Fig. 1: metal layers overlaid
Scale bar: 20 µm.
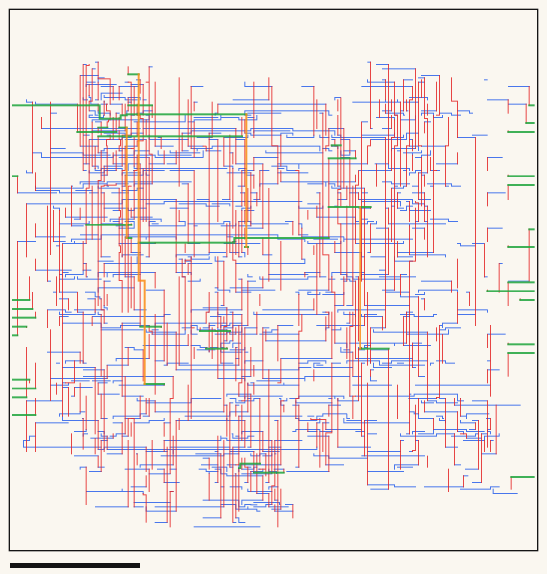
Fig. 2: local utilization
The die is cut into 8 by 8 equal tiles; dark blue is low, red is high, 0 to 100% covered.
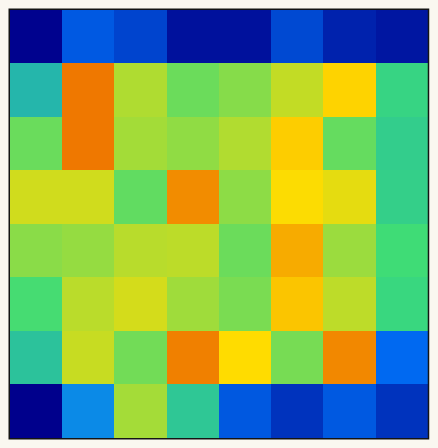
Fig. 3: clock distribution
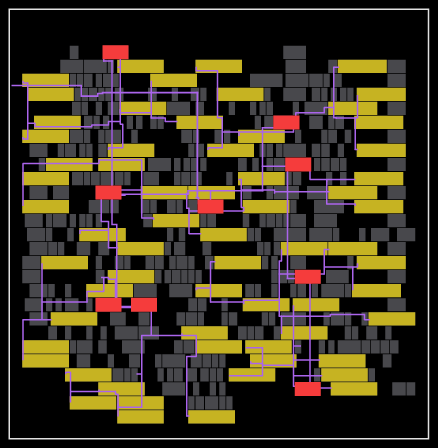
Fig. 4: gate-type map
Scale bar: 20 µm.
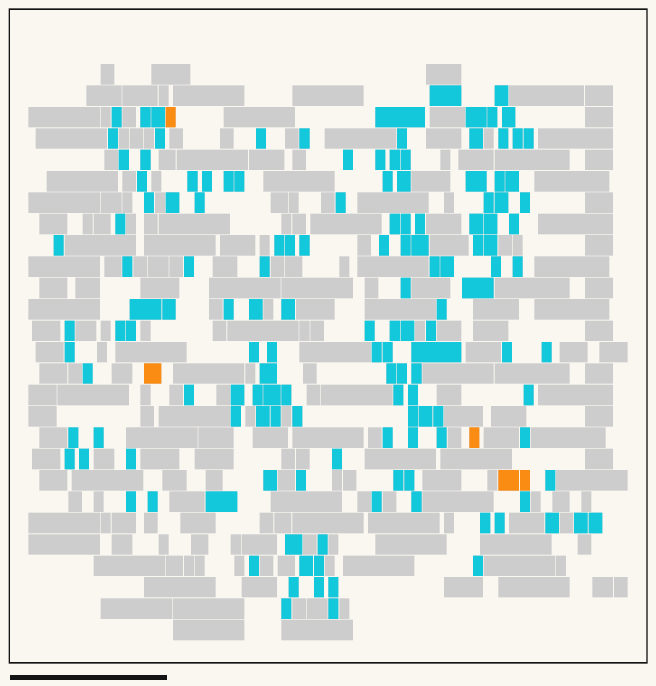
==> src/rtl/div_result_display.sv <==
// div_result_display
//   Captures the restoring divider's quotient and remainder when it pulses
//   result_valid. It converts each value to two BCD digits with a sequential
//   double-dabble engine, then scans them onto a 4-digit multiplexed
//   7-segment display. The quotient goes on digits 3:2 and the remainder on
//   digits 1:0.
//
//   Parameters
//     WIDTH        operand width, 1..6 (values up to 63)
//     REFRESH_DIV  cycles each digit is held before the scan advances, >= 2
//
//   Ports
//     clk           system clock, rising edge
//     rst_n         asynchronous active-low reset
//     result_valid  one-cycle capture pulse from the divider
//     quotient      divider quotient  [WIDTH-1:0]
//     remainder     divider remainder [WIDTH-1:0]
//     busy          conversion in progress
//     valid         digits hold a completed result (sticky until reset)
//     seg           {g,f,e,d,c,b,a}, active-low
//     an            digit anodes, active-low; an[0] = remainder ones
//
//   Optional: define DIV_DISP_BLANK_LEADING_ZERO_EN to blank a zero tens
//   digit (digits 3 and 1). The anode stays enabled, so scan timing does
//   not change.
module div_result_display #(
  parameter int WIDTH       = 4,
  parameter int REFRESH_DIV = 16
) (
  input  logic             clk,
  input  logic             rst_n,
  input  logic             result_valid,
  input  logic [WIDTH-1:0] quotient,
  input  logic [WIDTH-1:0] remainder,
  output logic             busy,
  output logic             valid,
  output logic [6:0]       seg,
  output logic [3:0]       an
);

  localparam int CW = (REFRESH_DIV > 1) ? $clog2(REFRESH_DIV) : 1;
  localparam int IW = $clog2(WIDTH + 1);

  typedef enum logic [1:0] {IDLE, CONVERT, SHOW} state_t;

  // One double-dabble step: bias nibbles >= 5, then shift in the next bit.
  function automatic logic [7:0] dd_step(input logic [7:0] acc, input logic b);
    logic [3:0] hi, lo;
    hi = acc[7:4];
    lo = acc[3:0];
    if (hi >= 4'd5) hi = hi + 4'd3;
    if (lo >= 4'd5) lo = lo + 4'd3;
    return {hi[2:0], lo, b};
  endfunction

  function automatic logic [6:0] seg7(input logic [3:0] d);
    case (d)
      4'd0:    seg7 = 7'h40;
      4'd1:    seg7 = 7'h79;
      4'd2:    seg7 = 7'h24;
      4'd3:    seg7 = 7'h30;
      4'd4:    seg7 = 7'h19;
      4'd5:    seg7 = 7'h12;
      4'd6:    seg7 = 7'h02;
      4'd7:    seg7 = 7'h78;
      4'd8:    seg7 = 7'h00;
      4'd9:    seg7 = 7'h10;
      default: seg7 = 7'h7F;
    endcase
  endfunction

  state_t           r_state;
  logic             r_busy, r_valid;
  logic [WIDTH-1:0] r_bin_q, r_bin_r;
  logic [7:0]       r_bcd_q, r_bcd_r;
  logic [IW-1:0]    r_iter;
  logic [3:0][3:0]  r_dig;        // [3]=q tens [2]=q ones [1]=r tens [0]=r ones
  logic [CW-1:0]    r_cnt;
  logic [1:0]       r_idx;
  logic [6:0]       r_seg;
  logic [3:0]       r_an;

  logic [7:0]       w_bcd_q_nxt, w_bcd_r_nxt;
  logic             w_last;
  logic [3:0]       w_dig;
  logic [6:0]       w_seg;

  assign w_bcd_q_nxt = dd_step(r_bcd_q, r_bin_q[WIDTH-1]);
  assign w_bcd_r_nxt = dd_step(r_bcd_r, r_bin_r[WIDTH-1]);
  assign w_last      = (r_iter == IW'(WIDTH - 1));

  // Conversion FSM. A capture pulse always wins, so a pulse during CONVERT
  // restarts the conversion with the newest operands.
  always_ff @(posedge clk or negedge rst_n) begin
    if (!rst_n) begin
      r_state <= IDLE;
      r_busy  <= 1'b0;
      r_valid <= 1'b0;
      r_bin_q <= '0;
      r_bin_r <= '0;
      r_bcd_q <= '0;
      r_bcd_r <= '0;
      r_iter  <= '0;
      r_dig   <= '0;
    end else if (result_valid) begin
      r_state <= CONVERT;
      r_busy  <= 1'b1;
      r_bin_q <= quotient;
      r_bin_r <= remainder;
      r_bcd_q <= '0;
      r_bcd_r <= '0;
      r_iter  <= '0;
    end else begin
      case (r_state)
        CONVERT: begin
          r_bcd_q <= w_bcd_q_nxt;
          r_bcd_r <= w_bcd_r_nxt;
          r_bin_q <= r_bin_q << 1;
          r_bin_r <= r_bin_r << 1;
          r_iter  <= r_iter + 1'b1;
          // The displayed digits change only here, so the old result keeps
          // scanning cleanly for the whole conversion.
          if (w_last) begin
            r_dig   <= {w_bcd_q_nxt, w_bcd_r_nxt};
            r_valid <= 1'b1;
            r_busy  <= 1'b0;
            r_state <= SHOW;
          end
        end
        default: ;
      endcase
    end
  end

  assign w_dig = r_dig[r_idx];

  always_comb begin
    w_seg = seg7(w_dig);
`ifdef DIV_DISP_BLANK_LEADING_ZERO_EN
    // Odd indices are the tens slots.
    if (r_idx[0] && (w_dig == 4'd0)) w_seg = 7'h7F;
`endif
  end

  // Scan and registered segment/anode drive. The display runs whenever a
  // result has landed, including while a newer one is being converted.
  always_ff @(posedge clk or negedge rst_n) begin
    if (!rst_n) begin
      r_cnt <= '0;
      r_idx <= '0;
      r_seg <= 7'h7F;
      r_an  <= 4'hF;
    end else if (r_valid) begin
      if (r_cnt == CW'(REFRESH_DIV - 1)) begin
        r_cnt <= '0;
        r_idx <= r_idx + 2'd1;
      end else begin
        r_cnt <= r_cnt + 1'b1;
      end
      r_an  <= ~(4'b0001 << r_idx);
      r_seg <= w_seg;
    end else begin
      r_seg <= 7'h7F;
      r_an  <= 4'hF;
    end
  end

  assign busy  = r_busy;
  assign valid = r_valid;
  assign seg   = r_seg;
  assign an    = r_an;

endmodule

==> config.mk <==
export PLATFORM = sky130hd
export DESIGN_NAME = div_result_display
export DESIGN_NICKNAME = d
export VERILOG_FILES = /design/src/rtl/div_result_display.sv
export SDC_FILE = /design/constraint.sdc
export NUM_CORES = 1
export LEC_CHECK = 0
export ABC_AREA = 1
export CAP_MARGIN = 0
export CORE_AREA = 2 2 79 81
export DETAILED_ROUTE_END_ITERATION = 6
export DIE_AREA = 0 0 81 83
export PLACE_DENSITY = 0.74
export SKIP_LAST_GASP = 1
export SLEW_MARGIN = 20
export SYNTH_ARGS = -nofsm -noshare
export SYNTH_HDL_FRONTEND = slang
export SYNTH_SLANG_ARGS = --single-unit
==> constraint.sdc <==
create_clock -name clk -period 4.6 [get_ports clk]
set_clock_uncertainty 0.15 [all_clocks]
set_input_delay 0.46 -clock clk [delete_from_list [all_inputs] [get_ports clk]]
set_output_delay 0.46 -clock clk [all_outputs]
set_load 0.05 [all_outputs]
==> run summary <==
Status: complete, no violations
Total CTS buffers: 9
Synth-to-layout area growth: 14.4%
Largest delay share family, worst path: buffers and inverters
Top Ports: 24
Root Buffer: clkbuf_8
CP bufs+invs: 1
Max_slew headroom: 0.491
Critical-path cell list: clkdlybuf4s50_1
Met1 usage: 0.244
Actual slew at the worst max-slew pin: 0.764 ns
Register share after synthesis: 0.511
Chip Area: 6720 µm²
Yosys cell types: 31
WL/cell: 12.6 µm
Mapped Area: 3110 µm²
Pwr Density: 407 nW/µm²
Initial antenna violation count: 0
Worst vdd rail ir drop: 0.236 mV
Final setup fails: 0
Crit-path max FO: 11
Iteration tally of the first detailed-router pass: 6
Design Area, Final: 3560 µm²
Post-synth regs: 63
GRT Total Usage: 0.191
# hold bufs at CTS: 0
Log Warnings: 37
Largest net degree at the start of global routing: 64
Clock-pin slew on the worst setup and hold paths: 0.07 ns
Min cycle time layout: 2.34 ns
H-tree levels: 3
Met1 wire length: 2.59 mm
First-pass GRT wire length: 10.0 mm
Synth Warn #: 0
Top layer in use: met4
Avg Cell Area, Syn: 8.99 µm²
Placed cell count: 437
Yosys chip area: 3110 µm²
Most used logic cell in the final layout: nand2_1
Die Span X: 81 µm
Final ANT Viol Nets: 0
Layout Nets: 404
Clk sink count: 63
Crit start category: flip-flop
Bufs on Longest Clock Path: 2
Placed cell areas: 3390 µm²
Drt drc: 0
Final Power: 1.45 mW
Vias per cell: 5.16
Die y size: 83 µm
# resized after CTS: 0
Cells in synth_stat.txt: 346
Starting DRT DRC Count: 127
Routed wire length: 5.69 mm
Crit path required time: 3.99 ns
Final Hold Viols: 0
Slowest stage delay, CP: 0.87 ns
Syn nets: 377
N_diodes: 0
Period Utilization, post-route: 0.508
CTS tree: done
Rows: 28
Kind of critical path: reg -> out
Setup Fix Bufs, Post-CTS: 0
Unrepaired setup endpoints after global routing: false
Leakage: 1.72 nW
Layout cells sized above 1: 0.108
Met2 Usage GRT: 0.310
Max-cap violations: 0
Via count of the first global-routing pass: 2268
Setup_tns: 0 ns
Met3 wire len: 217 µm
Max Transition Viols Final: 0
Min-delay worst type: in -> async
Mapped Cells: 346
Highest-delay cell along the critical path: clkdlybuf4s50_1
Met2 Wirelength: 2.78 mm
Crit path DAT: 1.73 ns
Notes on Fig. 1 above:
metal 1 -> blue  # wire length 2590 µm
metal 2 -> red  # wire length 2780 µm
metal 3 -> green  # wire length 218 µm
metal 4 -> orange  # wire length 108 µm

Notes on Fig. 2 above:
tiles over 75% full = 16%
mean over tiles = 52%
nearly empty tiles = 3.1%
fullest tile = 86%
Core Footprint: 5820 µm²
Initial Utilization: 0.535
Util after Layout: 0.612

Notes on Fig. 3 above:
clock wires -> purple  # length 810 µm
flip-flops -> yellow  # count 63
clock drivers -> red  # count 9
flops lie = all over the die
Clock Latency Late Sink: 0.34 ns
clk pwr: 0.426 mW
part of the power in the clock network: 0.294

Notes on Fig. 4 above:
NOR gates -> orange  # cells 5
NAND gates -> cyan  # cells 144
Finished Layout Cells: 453
Comb/total area: 0.364

[stage by stage]
step                      setup WS, ns  hold slack [ns]
after floorplan                   2.92           0.0144
after global placement            2.31            0.321
after detailed placement          2.26            0.326
after CTS                         2.25            0.161
after global routing              2.19            0.203
final                             2.26            0.117
[worst reg2reg max path, delay by kind of cell, from the launching register on]
family,cells,cell delay (ns)
and+or+nand+nor,6,0.63
buffers and inverters,2,0.20
DFF,1,0.62
adders and majority gates,1,0.21
[cells by family (layout without fill, tap and decap cells)]
family | count (synthesis) | count (layout) | synth area share
and+or+nand+nor | 150 | 150 | 0.218
DFF | 63 | 63 | 0.511
AOI/OAI and AO/OA | 60 | 60 | 0.112
buffers and inverters | 51 | 83 | 0.0728
adders and majority gates | 20 | 20 | 0.0805
xor gates and xnor gates | 2 | 2 | 0.00563
[sequential cells by signal, indices dropped and copies added (netlist names), 3 cells and up]
| name | count |
|---|---|
| r_dig | 16 |
| r_bcd_q | 8 |
| r_bcd_r | 8 |
| seg | 7 |
| an | 4 |
| r_bin_q | 4 |
| r_bin_r | 4 |
| r_cnt | 4 |
| r_iter | 3 |
[report_power, final]
part	internal [mW]	switching, mW
Sequential	0.639	0.0571
Clock	0.225	0.201
Combinational	0.111	0.216
Total	0.975	0.474
[worst paths after layout]
kind / start / end / slack [ns] / cells after the start
setup reg to reg: r_idx[0] / seg[5] / 2.70 / 9
hold reg to reg: r_dig[6] / r_dig[6] / 0.33 / 2
hold / removal: rst_n / r_cnt[2] / 0.12 / 2
max in group asynchronous: rst_n / r_bcd_r[6] / 3.67 / 2
setup / recovery: valid / valid / 2.26 / 1
min in group clk: r_dig[6] / r_dig[6] / 0.33 / 2
[cell usage after synthesis]
| cell | number | area (µm²) |
|---|---|---|
| nor2_2 | 1 | 6.26 |
| or2_2 | 1 | 6.26 |
| xor2_1 | 2 | 17.5 |
| inv_6 | 1 | 8.76 |
| inv_1 | 37 | 139 |
| nand2_1 | 108 | 405 |
| inv_4 | 2 | 12.5 |
| o221ai_1 | 2 | 17.5 |
| nor2_1 | 3 | 11.3 |
| a22o_1 | 1 | 8.76 |
| o21ai_0 | 25 | 125 |
| a21oi_4 | 1 | 16.3 |
| dfrtp_1 | 52 | 1300 |
| o21ai_1 | 11 | 55.1 |
| nor3b_1 | 1 | 7.51 |
| nand3b_1 | 2 | 15.0 |
| o211ai_1 | 6 | 45.0 |
| buf_6 | 2 | 22.5 |
| buf_4 | 1 | 7.51 |
| inv_2 | 2 | 7.51 |
| nand3_4 | 2 | 35.0 |
| nand4_1 | 3 | 18.8 |
| a21oi_1 | 5 | 25.0 |
| clkbuf_1 | 1 | 3.75 |
| buf_2 | 5 | 25.0 |
| ha_1 | 20 | 250 |
| dfstp_2 | 11 | 289 |
| nand3_1 | 24 | 120 |
| nand2_4 | 4 | 45.0 |
| o22ai_1 | 9 | 56.3 |
| nand2_2 | 1 | 6.26 |
[area by class of cell]
cell class | count | area, µm²
fill | 513 | 2260
timing repair buffer | 25 | 240
clock inverter | 1 | 5.00
multi-input combinational | 232 | 1290
inverter | 42 | 168
tap | 75 | 93.8
clock buffer | 15 | 166
sequential | 63 | 1590
Power is estimated from default activity; no workload was simulated.
